## src/rtl/spi_pkg.sv

```systemverilog
// Shared types and constants for the SPI master controller.
// Holds the FSM state encoding, SPI_Wrapper opcodes and the bit-counter sizing helper.
package spi_pkg;

  typedef enum logic [2:0] {
    IDLE,
    SEL,
    SHIFT,
    WAIT,
    CAPT,
    DONE
  } state_e;

  localparam logic [1:0] OP_WR_ADDR = 2'b00;
  localparam logic [1:0] OP_WR_DATA = 2'b01;
  localparam logic [1:0] OP_RD_ADDR = 2'b10;
  localparam logic [1:0] OP_RD_DATA = 2'b11;

  // Counter must hold the longest phase length of any state it times.
  function automatic int cnt_width(input int frame_w, input int data_w, input int rd_wait);
    int m;
    m = (frame_w > data_w) ? frame_w : data_w;
    if (rd_wait > m) m = rd_wait;
    return $clog2(m + 1);
  endfunction

endpackage

```

## src/rtl/spi_shreg.sv

```systemverilog
// Parallel-load / shift-left register with serial input.
// Bit W-1 is the first bit to leave; new serial bits enter at bit 0.
module spi_shreg #(
  parameter int W = 8
) (
  input  logic         clk,
  input  logic         rst_n,
  input  logic         load,
  input  logic [W-1:0] din,
  input  logic         shift,
  input  logic         sin,
  output logic [W-1:0] q
);

  logic [W-1:0] sh_d;
  logic [W-1:0] sh_q;

  always_comb begin
    sh_d = sh_q;
    if (load) begin
      sh_d = din;
    end else if (shift) begin
      sh_d = {sh_q[W-2:0], sin};
    end
  end

  always_ff @(posedge clk) begin
    if (!rst_n) begin
      sh_q <= '0;
    end else begin
      sh_q <= sh_d;
    end
  end

  assign q = sh_q;

endmodule

```

## src/rtl/spi_master_ctrl.sv

```systemverilog
// Host-side SPI master: serialises one command frame MSB-first on MOSI and,
// for read-data commands, captures the slave's reply byte from MISO.
module spi_master_ctrl
  import spi_pkg::*;
#(
  parameter int FRAME_W = 10,
  parameter int DATA_W  = 8,
  parameter int RD_WAIT = 2
) (
  input  logic               clk,
  input  logic               rst_n,
  input  logic               start,
  input  logic [FRAME_W-1:0] cmd_din,
  output logic               ready,
  output logic [DATA_W-1:0]  rd_data,
  output logic               rd_valid,
  output logic               MOSI,
  output logic               SS_n,
  input  logic               MISO
);

  localparam int CNT_W = cnt_width(FRAME_W, DATA_W, RD_WAIT);
  localparam logic [CNT_W-1:0] SHIFT_LAST = CNT_W'(FRAME_W - 1);
  localparam logic [CNT_W-1:0] WAIT_LAST  = CNT_W'((RD_WAIT > 0) ? RD_WAIT - 1 : 0);
  localparam logic [CNT_W-1:0] CAPT_LAST  = CNT_W'(DATA_W - 1);
  localparam logic [CNT_W-1:0] CNT_ONE    = CNT_W'(1);

  state_e             state_d, state_q;
  logic [CNT_W-1:0]   cnt_d, cnt_q;
  logic               is_rd_d, is_rd_q;
  logic               ss_n_d, ss_n_q;
  logic               mosi_d, mosi_q;
  logic               ready_d, ready_q;
  logic               rd_valid_d, rd_valid_q;
  logic [DATA_W-1:0]  rd_data_d, rd_data_q;

  logic               tx_load;
  logic               tx_shift;
  logic               rx_shift;
  logic [FRAME_W-1:0] tx_q;
  logic [DATA_W-1:0]  rx_q;
  logic               unused_bits;

  spi_shreg #(
    .W(FRAME_W)
  ) u_tx (
    .clk  (clk),
    .rst_n(rst_n),
    .load (tx_load),
    .din  (cmd_din),
    .shift(tx_shift),
    .sin  (1'b0),
    .q    (tx_q)
  );

  spi_shreg #(
    .W(DATA_W)
  ) u_rx (
    .clk  (clk),
    .rst_n(rst_n),
    .load (1'b0),
    .din  ('0),
    .shift(rx_shift),
    .sin  (MISO),
    .q    (rx_q)
  );

  // Lower TX bits only ever leave through the MSB; RX MSB is superseded by the final MISO bit.
  assign unused_bits = ^{tx_q[FRAME_W-2:0], rx_q[DATA_W-1]};

  always_comb begin
    state_d    = state_q;
    cnt_d      = cnt_q;
    is_rd_d    = is_rd_q;
    ss_n_d     = 1'b0;
    mosi_d     = 1'b0;
    ready_d    = 1'b0;
    rd_valid_d = 1'b0;
    rd_data_d  = rd_data_q;
    tx_load    = 1'b0;
    tx_shift   = 1'b0;
    rx_shift   = 1'b0;

    case (state_q)
      IDLE: begin
        ss_n_d  = 1'b1;
        ready_d = 1'b1;
        cnt_d   = '0;
        if (start) begin
          state_d = SEL;
          ss_n_d  = 1'b0;
          ready_d = 1'b0;
          mosi_d  = cmd_din[FRAME_W-1];
          tx_load = 1'b1;
          is_rd_d = (cmd_din[FRAME_W-1 -: 2] == OP_RD_DATA);
        end
      end

      // The TX MSB is emitted again as the first SHIFT bit, so shifting starts here.
      SEL: begin
        state_d  = SHIFT;
        cnt_d    = SHIFT_LAST;
        mosi_d   = tx_q[FRAME_W-1];
        tx_shift = 1'b1;
      end

      SHIFT: begin
        if (cnt_q != '0) begin
          cnt_d    = cnt_q - CNT_ONE;
          mosi_d   = tx_q[FRAME_W-1];
          tx_shift = 1'b1;
        end else if (is_rd_q) begin
          if (RD_WAIT > 0) begin
            state_d = WAIT;
            cnt_d   = WAIT_LAST;
          end else begin
            state_d = CAPT;
            cnt_d   = CAPT_LAST;
          end
        end else begin
          state_d = DONE;
          ss_n_d  = 1'b1;
          cnt_d   = '0;
        end
      end

      WAIT: begin
        if (cnt_q != '0) begin
          cnt_d = cnt_q - CNT_ONE;
        end else begin
          state_d = CAPT;
          cnt_d   = CAPT_LAST;
        end
      end

      // rd_data takes the completed byte on the same edge that enters DONE, so it is valid with rd_valid.
      CAPT: begin
        rx_shift = 1'b1;
        if (cnt_q != '0) begin
          cnt_d = cnt_q - CNT_ONE;
        end else begin
          state_d    = DONE;
          ss_n_d     = 1'b1;
          cnt_d      = '0;
          rd_valid_d = 1'b1;
          rd_data_d  = {rx_q[DATA_W-2:0], MISO};
        end
      end

      DONE: begin
        state_d = IDLE;
        ss_n_d  = 1'b1;
        ready_d = 1'b1;
        cnt_d   = '0;
      end

      default: begin
        state_d = IDLE;
        ss_n_d  = 1'b1;
        ready_d = 1'b1;
        cnt_d   = '0;
      end
    endcase
  end

  always_ff @(posedge clk) begin
    if (!rst_n) begin
      state_q    <= IDLE;
      cnt_q      <= '0;
      is_rd_q    <= 1'b0;
      ss_n_q     <= 1'b1;
      mosi_q     <= 1'b0;
      ready_q    <= 1'b1;
      rd_valid_q <= 1'b0;
      rd_data_q  <= '0;
    end else begin
      state_q    <= state_d;
      cnt_q      <= cnt_d;
      is_rd_q    <= is_rd_d;
      ss_n_q     <= ss_n_d;
      mosi_q     <= mosi_d;
      ready_q    <= ready_d;
      rd_valid_q <= rd_valid_d;
      rd_data_q  <= rd_data_d;
    end
  end

  assign SS_n     = ss_n_q;
  assign MOSI     = mosi_q;
  assign ready    = ready_q;
  assign rd_valid = rd_valid_q;
  assign rd_data  = rd_data_q;

endmodule
```

## config.mk

```make
export PLATFORM = sky130hd
export DESIGN_NAME = spi_master_ctrl
export DESIGN_NICKNAME = d
export VERILOG_FILES = /design/src/rtl/spi_pkg.sv /design/src/rtl/spi_shreg.sv /design/src/rtl/spi_master_ctrl.sv
export SDC_FILE = /design/constraint.sdc
export NUM_CORES = 1
export LEC_CHECK = 0
export CORE_ASPECT_RATIO = 0.8
export CORE_UTILIZATION = 35
export CTS_BUF_LIST = sky130_fd_sc_hd__clkbuf_4
export DETAILED_ROUTE_END_ITERATION = 16
export GPL_ROUTABILITY_DRIVEN = 1
export SLEW_MARGIN = 0
export SYNTH_ARGS = -nofsm -noshare
export SYNTH_HDL_FRONTEND = slang
export SYNTH_HIERARCHICAL = 1
export SYNTH_SLANG_ARGS = --single-unit
```

## constraint.sdc

```tcl
create_clock -name clk -period 2.1 [get_ports clk]
set_clock_uncertainty 0.05 [all_clocks]
set_input_delay 0.21 -clock clk [delete_from_list [all_inputs] [get_ports clk]]
set_output_delay 0.21 -clock clk [all_outputs]
set_load 0.005 [all_outputs]
```

Fig. 1: run 1, selected gate families
The bar under the picture is 20 um long.
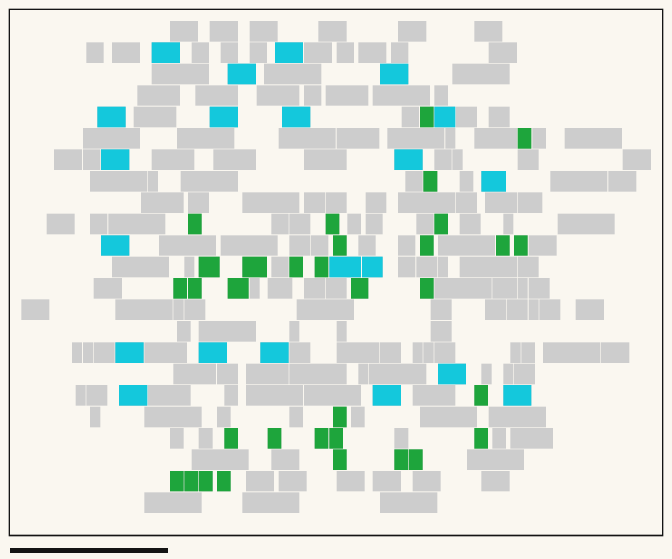
Key: green = aoi and oai cells [cells 33, most used a21oi_1]; cyan = non-inverting ao/oa cells [cells 21, most used o211a_1]

Fig. 2: run 1, placement by cell class
The bar under the picture is 20 um long.
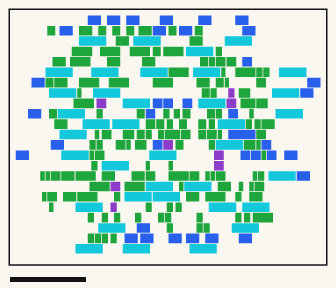
Key: cyan = registers [cells 37]; purple = clock drivers and dummy loads [cells 8]; green = remaining logic cells [cells 143]; blue = remaining buffers and delay cells [cells 37]

Fig. 3: run 1, sizing map
The bar under the picture is 20 um long.
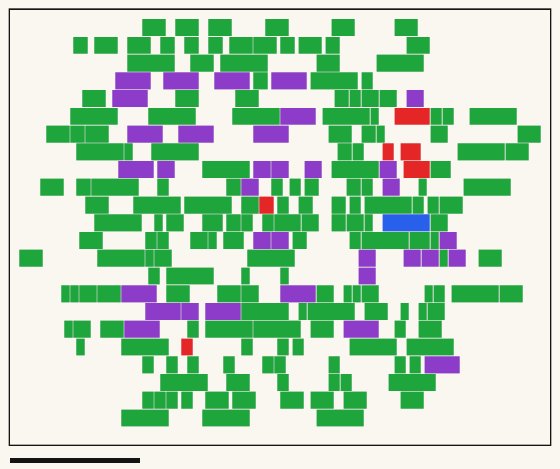
Key: green = x1 and smaller [cells 184, share 82%]; blue = x6 and larger [cells 1, share 0.44%]; purple = x3 and x4 [cells 34, share 15%]; red = x2 [cells 6, share 2.7%]

==> impl_metrics.toml, run 1 <==
# implementation run metrics
[final_layout]
sh_seq_area_pct = 32.46
area_dominant_class = "multi-input combinational cells"
inverters = 3
nets = 238
final_cell_mix = "37 x dfxtp_1, 25 x clkdlybuf4s50_1, 17 x a21oi_1, 17 x mux2_4, 17 x o211a_1"
flop-count = 37
area_growth_pct = 24.93
finalNonFillerCells = 287
drive_above_1_share_pct = 18.22
diodes = 0
clk_share_pct = 2.412
n_all_buffers = 37
final_cell_area_um2 = 2282
lay_top_count = "dfxtp_1"
fin_util_pct = 45.58
buf_share_pct = 15.46
sh_comb_area_pct = 45.78
n_clock_buffer = 5

[clock_network]
ctsResizeCount = 0
clk_latency_ns = 0.35
cts_inserted_buffers = 5
htreeDepth = 2
root_buffer = "clkbuf_4"
cts_sinks = 37
cts_tree = "done"
cts.reportedPaths.clkPinSlew_ns = 0.12
cts.path.max_buffers = 2

[sta]
fin_hold_ws_ns = 0.4250
period_used_pct = 91.13
worstMarginPinSlew_ns = 0.5140
max_freq_mhz = 522.5
fin_ws_ns = 0.1862
hold_viol_final = 0
setup_viol = 0
tns_ns = 0
fin_crit_ns = 1.914

[global_route]
grt-ovfl-total = 0
antenna_found_initial = 0
grt_util_all_layers_pct = 15.26
grt_pass1_wl_mm = 6.210
grt_pass1_vias = 1315
grt_max_degree = 24

[setup_path]
reg2reg_slack_ns = 0.19
r2r_start = "cnt_q[2]"
crit_fanout = 10
path_buffers = 1
crit_required_ns = 2.30
critPathKind = "reg -> reg"
path_cells = "or4_1 > nand3_1 > a21oi_1 > buf_4 > mux2_4 > o211a_1"
reg2reg_depth = 6
max_stage_delay_ns = 0.55
worstSetupEndpoint = "u_tx/q[5]"
critPathTopFamily = "simple AND/OR/NAND/NOR gates"
crit_start = "cnt_q[2]"
worstSetupEndpointType = "flop"
r2r_end = "u_tx/q[5]"

[min_path]
hold_end = "rd_data[7]"
min_path_cells = 2
hold_class = "reg -> reg"

[floorplanning]
rows = 23
fp_util_pct = 36.48
die_height_um = 66.62
core_um2 = 5007
taps = 62

[power]
power_mw = 1.726
p_leak_nw = 1.027
power-per-cell-area_nw_per_um2 = 756.4

[route]
drtIter0Drc = 68
post_drt_wl_per_cell_um = 13.01
drc = 0
dr_total_vias = 1430
drt-vias-per-instance = 4.983
wl_mm = 3.734

[logic_synthesis]
synthCells = 183
avgSynthCellArea_um2 = 9.982
netlist_area_um2 = 1827

[place]
dp_worst_setup_slack_ns = 0.1927
place.gp.congestion = 0.7200

[run_status]
status = "finished, final reports clean"
==> run 1: routing by layer <==
metal  up-vias  global-route usage [%]  part of all wire [%]
met2        27                   20.59                    42
met5         -                       0                     0
met1       668                   21.56                    52
met4         0                   7.543                   1.7
li1        728                       -                     -
met3         7                   4.521                   4.3
==> run 1: power breakdown <==
group,switching (mW),internal (mW)
sequential,0.0507,0.777
combinational,0.235,0.291
clock,0.247,0.126
total,0.532,1.19
==> run 1: registers in the layout (all words and copies together), names as in the netlist, 3 cells and up <==
register and cells:
u_rx/q 7, rd_data 8, u_tx/q 10, cnt_q 4
state_q 3
Fig. 4: run 1, cells colored by instance
The bar under the picture is 20 um long.
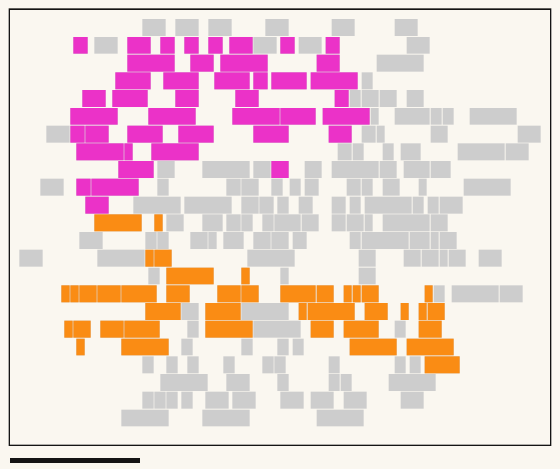

==> run 2, diff against run 1 <==
Settings changed: CELL_PAD_IN_SITES_DETAIL_PLACEMENT from default to 0, CELL_PAD_IN_SITES_GLOBAL_PLACEMENT from default to 2, CTS_CLUSTER_SIZE from default to 12, PLACE_DENSITY_LB_ADDON from default to 0.1.
Clock period 2.1 ns to 2.03 ns, I/O delays scaled along.
Fig. 5: run 2, cells colored by instance
The bar under the picture is 20 um long.
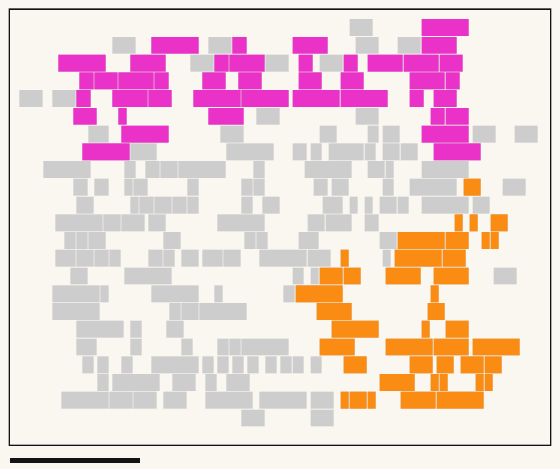
Key: orange = u_rx [cells 41]; magenta = u_tx [cells 42, where a horizontal strip, top]

Fig. 6: run 2, selected gate families
The bar under the picture is 20 um long.
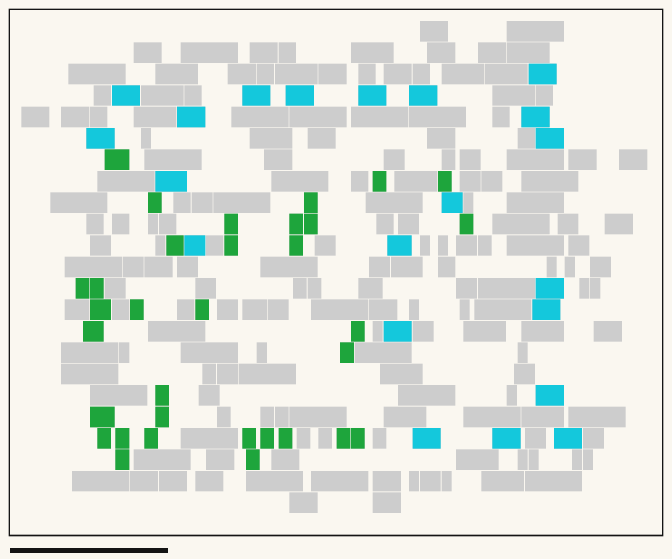
Key: cyan = non-inverting ao/oa cells [cells 21, most used o211a_1]; green = aoi and oai cells [cells 33, most used a21oi_1]

==> run 2 against run 1 <==
Compared with the run above: flip-flop count unchanged; largest power group unchanged; synthesized cell count unchanged; critical path depth unchanged; sequential share of layout area down 0.39 points; maximum frequency up 1.7%.
==> impl_metrics.toml, run 2 <==
# implementation run metrics
[run_status]
status = "finished, final reports clean"

[final_layout]
clk_share_pct = 2.113
finalNonFillerCells = 286
final_cell_mix = "37 x dfxtp_1, 25 x clkdlybuf4s50_1, 17 x mux2_4, 17 x o211a_1, 16 x a21oi_1"
diodes = 0
area_dominant_class = "multi-input combinational cells"
n_all_buffers = 37

[global_route]
antenna_found_initial = 0
grt_pass1_vias = 1301
grt_util_met1_pct = 24.00
grt_pass1_wl_mm = 6.479
busiest_layer = "met1"
grt_util_all_layers_pct = 16.27
use_met3_pct = 4.110

[sta]
tns_ns = 0
hold_viol_final = 0
fin_crit_ns = 1.881
setup_viol = 0
fin_hold_ws_ns = 0.4407

[floorplanning]
core_um2 = 5007

[clock_network]
htreeDepth = 2
cts.path.max_buffers = 2

[place]
dp_worst_setup_slack_ns = 0.1604
place.gp.congestion = 0.7550

[setup_path]
worstSetupEndpointType = "flop"
r2r_start = "cnt_q[3]"
critPathTopFamily = "simple AND/OR/NAND/NOR gates"
reg2reg_depth = 6
reg2reg_slack_ns = 0.15

[power]
p_clk_share_pct = 20.4
power-per-cell-area_nw_per_um2 = 782.3
pg_clk_mw = 0.369
power_leader = "sequential cells"
power_mw = 1.807
p_leak_nw = 1.035

[logic_synthesis]
netlist_area_um2 = 1827

[route]
drt-vias-per-instance = 5.087
wl_mm = 4.110

[min_path]
hold_end = "rd_data[4]"
==> run 2: metrics by stage <==
stage               area, um2  util (%)
floorplan                1897         -
global placement         2261     45.15
detailed placement       2261     45.15
CTS                      2310     46.13
global route             2310     46.13
finish                   2310     46.13
==> run 2: how the worst max path moves through the flow <==
stage	to	slack [ns]
3_5_place_dp	u_tx/q[1]	0.16
4_1_cts	u_tx/q[9]	0.14
2_1_floorplan	u_tx/q[1]	0.02
6_report	u_tx/q[9]	0.15
5_1_grt	u_tx/q[9]	0.06
3_3_place_gp	u_tx/q[1]	0.19
==> run 2: metal layers <==
layer	share of wire (%)	wire [um]	up-vias
met3	4.3	177	5
li1	-	-	727
met2	44	1823	25
met4	0.92	38	0
met5	0	0	-
met1	50	2071	698
No activity file was given, so power comes from the tool's default toggle rates.
